Fig. 1: placed standard cells
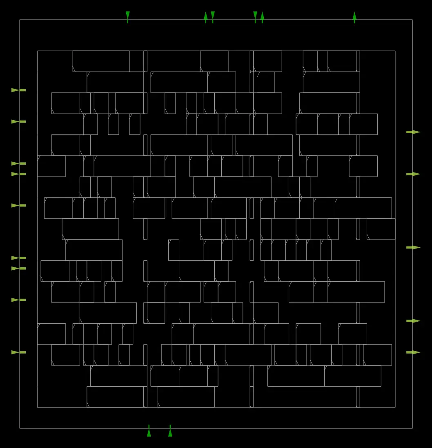
Fig. 2: nets reached from selected ports
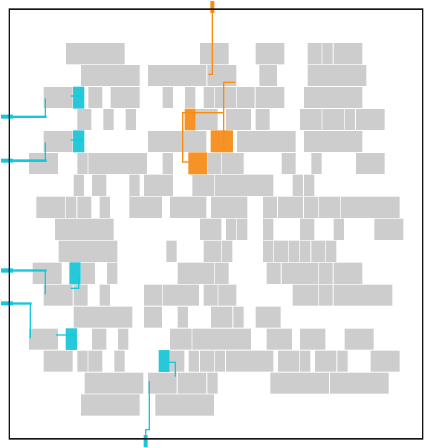
Fig. 3: routed clock nets over the placement
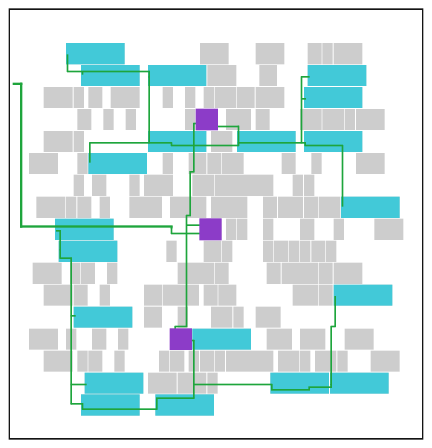
**src/rtl/csa_sub_seq.sv**
```systemverilog
// csa_sub_seq: slice-serial carry-select subtractor.
// Computes (term1 - term2) mod 2^WIDTH as a + ~b + 1, one 4-bit slice per cycle.
// Each slice forms both carry-in candidates and picks one with the registered carry.
// A partial top slice covers WIDTH values that are not a multiple of 4.
//
// Ports:
//   i_clk, i_rst          clock, synchronous active-high reset
//   i_valid / o_ready     operand handshake (i_sub_term1 minuend, i_sub_term2 subtrahend)
//   o_valid / i_ready     result handshake
//   o_diff                (term1 - term2) mod 2^WIDTH, meaningful while o_valid=1
//   o_borrow              1 when term1 < term2 (unsigned)
module csa_sub_seq #(
  parameter int unsigned WIDTH = 5,
  parameter int unsigned SLICE = 4
) (
  input  logic             i_clk,
  input  logic             i_rst,
  input  logic             i_valid,
  output logic             o_ready,
  input  logic [WIDTH-1:0] i_sub_term1,
  input  logic [WIDTH-1:0] i_sub_term2,
  output logic             o_valid,
  input  logic             i_ready,
  output logic [WIDTH-1:0] o_diff,
  output logic             o_borrow
);

  localparam int unsigned NSLICE     = (WIDTH + SLICE - 1) / SLICE;
  localparam int unsigned BIT_REMAIN = WIDTH % SLICE;
  // Operands and result are held zero-padded to a whole number of slices.
  localparam int unsigned PW         = NSLICE * SLICE;
  localparam int unsigned KW         = (NSLICE > 1) ? $clog2(NSLICE) : 1;

  localparam logic [KW-1:0] LAST_K   = KW'(NSLICE - 1);
  localparam logic [3:0]    TOP_MASK = (BIT_REMAIN == 0) ? 4'hF : 4'((1 << BIT_REMAIN) - 1);
  localparam logic [2:0]    TOP_W    = (BIT_REMAIN == 0) ? 3'd4 : 3'(BIT_REMAIN);

  typedef enum logic [1:0] {StIdle, StRun, StDone} state_e;

  state_e          r_state_q, r_state_d;
  logic [KW-1:0]   r_k_q, r_k_d;
  logic            r_c_q, r_c_d;
  logic [PW-1:0]   r_a_q, r_a_d;
  logic [PW-1:0]   r_b_q, r_b_d;
  logic [PW-1:0]   r_diff_q, r_diff_d;
  logic            r_borrow_q, r_borrow_d;

  logic [KW+1:0]   w_base;
  logic            w_last;
  logic [3:0]      w_mask;
  logic [2:0]      w_width;
  logic [3:0]      w_a_s;
  logic [3:0]      w_nb_s;
  logic [4:0]      w_sum0;
  logic [4:0]      w_sum1;
  logic [4:0]      w_sel;
  logic            w_cout;

  // Slice datapath: one 4-bit adder pair plus the carry-select mux.
  always_comb begin
    w_base  = {r_k_q, 2'b00};
    w_last  = (r_k_q == LAST_K);
    w_mask  = w_last ? TOP_MASK : 4'hF;
    w_width = w_last ? TOP_W : 3'd4;
    // Bits above the slice width are forced to zero so the carry lands exactly at
    // bit w_width of the 5-bit sum, also for the partial top slice.
    w_a_s   = r_a_q[w_base +: 4] & w_mask;
    w_nb_s  = ~r_b_q[w_base +: 4] & w_mask;
    w_sum0  = {1'b0, w_a_s} + {1'b0, w_nb_s};
    w_sum1  = {1'b0, w_a_s} + {1'b0, w_nb_s} + 5'd1;
    w_sel   = r_c_q ? w_sum1 : w_sum0;
    w_cout  = w_sel[w_width];
  end

  always_comb begin
    r_state_d  = r_state_q;
    r_k_d      = r_k_q;
    r_c_d      = r_c_q;
    r_a_d      = r_a_q;
    r_b_d      = r_b_q;
    r_diff_d   = r_diff_q;
    r_borrow_d = r_borrow_q;

    unique case (r_state_q)
      StIdle: begin
        if (i_valid) begin
          r_a_d     = PW'(i_sub_term1);
          r_b_d     = PW'(i_sub_term2);
          r_k_d     = '0;
          r_c_d     = 1'b1;  // the +1 of a + ~b + 1
          r_state_d = StRun;
        end
      end
      StRun: begin
        r_diff_d[w_base +: 4] = w_sel[3:0] & w_mask;
        r_c_d                 = w_cout;
        if (w_last) begin
          r_borrow_d = ~w_cout;
          r_k_d      = '0;
          r_state_d  = StDone;
        end else begin
          r_k_d = r_k_q + KW'(1);
        end
      end
      StDone: begin
        if (i_ready) begin
          r_state_d = StIdle;
        end
      end
      default: r_state_d = StIdle;
    endcase
  end

  always_ff @(posedge i_clk) begin
    if (i_rst) begin
      r_state_q  <= StIdle;
      r_k_q      <= '0;
      r_c_q      <= 1'b0;
      r_a_q      <= '0;
      r_b_q      <= '0;
      r_diff_q   <= '0;
      r_borrow_q <= 1'b0;
    end else begin
      r_state_q  <= r_state_d;
      r_k_q      <= r_k_d;
      r_c_q      <= r_c_d;
      r_a_q      <= r_a_d;
      r_b_q      <= r_b_d;
      r_diff_q   <= r_diff_d;
      r_borrow_q <= r_borrow_d;
    end
  end

  assign o_ready  = (r_state_q == StIdle);
  assign o_valid  = (r_state_q == StDone);
  assign o_diff   = r_diff_q[WIDTH-1:0];
  assign o_borrow = r_borrow_q;

  // Padding bits of the result register never reach the output.
  if (PW > WIDTH) begin : g_pad
    logic w_unused_pad;
    assign w_unused_pad = ^r_diff_q[PW-1:WIDTH];
  end

endmodule

```
**config.mk**
```make
export PLATFORM = sky130hd
export DESIGN_NAME = csa_sub_seq
export DESIGN_NICKNAME = d
export VERILOG_FILES = /design/src/rtl/csa_sub_seq.sv
export SDC_FILE = /design/constraint.sdc
export NUM_CORES = 1
export LEC_CHECK = 0
export CAP_MARGIN = 25
export CORE_AREA = 2 2 49 51
export CTS_CLUSTER_DIAMETER = 80
export CTS_CLUSTER_SIZE = 24
export DETAILED_ROUTE_END_ITERATION = 8
export DIE_AREA = 0 0 51 53
export PLACE_DENSITY_LB_ADDON = 0.08
export SLEW_MARGIN = 20
export SYNTH_ARGS = -nofsm -noshare
export SYNTH_HDL_FRONTEND = slang
export SYNTH_SLANG_ARGS = --single-unit
```
**constraint.sdc**
```tcl
create_clock -name i_clk -period 5.1 [get_ports i_clk]
set_clock_uncertainty 0.15 [all_clocks]
set_input_delay 0.51 -clock i_clk [delete_from_list [all_inputs] [get_ports i_clk]]
set_output_delay 0.51 -clock i_clk [all_outputs]
set_load 0.1 [all_outputs]
```
==> flow_summary.ini <==
; flow metrics
[yosys]
synth_flops = 20
syn_area_mm2 = 0.00101
adder_share = 0.0818
common_cells = nand2_1, dfxtp_1, a21oi_1
async_flop_share = 0
topCellsByArea = dfxtp_1, a21oi_1, nand2_1, ha_1, nor2_1
synthTopLogicFamily = simple AND/OR/NAND/NOR gates
yosys.area_share.aoi = 0.159

[final_timing]
worst_pin_slew_ns = 0.970
setup_viol = 0
max_freq_mhz = 363
period_used_share = 0.541
setup_tns_ns = 0

[critical_path]
crit_path_end_kind = flip-flop
path_class = flip-flop to flip-flop
crit_buf_inv = 2
required_ns = 5.14
critPathTopFamily = adder cells
startpoint_type = flip-flop

[floorplan]
die_area_mm2 = 0.00270
taps = 28

[worst_hold_path]
holdPathEnd = o_borrow

[final_layout]
buf_share = 0.171
signal_buffers = 22
ff_count = 20
regArea_um2 = 400
diodes = 0
comb_cells = 95
n_clock_buffer = 3
final_layout_size_suffix_gt1_frac = 0.0483

[detailed_routing]
routed_wl_um = 1850
route.met2.wl_um = 925
met1_length_um = 838
top_layer_used = met4
ant_nets = 0
drt-initial-drc-count = 6

[placed_design]
place_hpwl_um = 1450
globalplace.congestion = 0.745

[power]
share_comb_of_total_power = 0.378
power_density_mw_per_mm2 = 319
sequentialPowerShare = 0.446
p_leak_uw = 0.000504
peakVddDrop_mv = 0.172

[grt]
grt.busiest_layer = met2
first_global_vias = 823
grt_max_degree = 21

[outcome]
status = complete, no violations

[cts]
ctsHoldBuffers = 0
htreeDepth = 1
cts_made_buffers = 3
Notes on Fig. 1 above:
CORE AREA: 0.00215 mm2
Rows: 17
sequential share of cell area: 0.319

Notes on Fig. 2 above:
cyan -> i_sub_term2  # bits 5, direction input, edge 4 left, 1 bottom, end cells 5, buffers 5, wire 43.8 um
orange -> i_valid  # bits 1, direction input, edge top, end cells 3, buffers 1, wire 29.8 um
PortBufs: 21
Top Ports: 22

Notes on Fig. 3 above:
cyan -> flip-flops  # count 20
purple -> clock-net drivers  # count 3
green -> clock wires  # length 234 um
routed clock nets = 4
Clock Power Share: 0.176
Power Clock: 70.5 uW
Clk Latency, worst-skew pair: 0.29 ns

[per-stage QoR]
stage	cell area [um2]	setup WS, ns	hold WS (ns)	cells	total power [uW]
6_report	1250	2.34	0.308	173	401
3_5_place_dp	1230	2.38	0.298	170	335
2_1_floorplan	1010	2.49	0.281	126	300
4_1_cts	1250	2.36	0.312	173	408
5_1_grt	1250	2.17	0.328	173	428
3_3_place_gp	1230	2.43	0.293	169	331
[state kept, by name (all words and copies together) (netlist names)]
signal	flops
r_a_q	5
r_b_q	5
r_diff_q	5
r_state_q	2
o_borrow	1
r_c_q	1
r_k_q	1
[power groups by stage]
stage | clock network, uW | registers, uW | logic, uW
finish | 70.5 | 179 | 151
global route | 80.5 | 181 | 166
CTS | 76.1 | 179 | 153
detailed placement | 0 | 183 | 152
global placement | 0 | 182 | 149
floorplan | 0 | 210 | 90.4
Power and IR drop assume default switching activity.
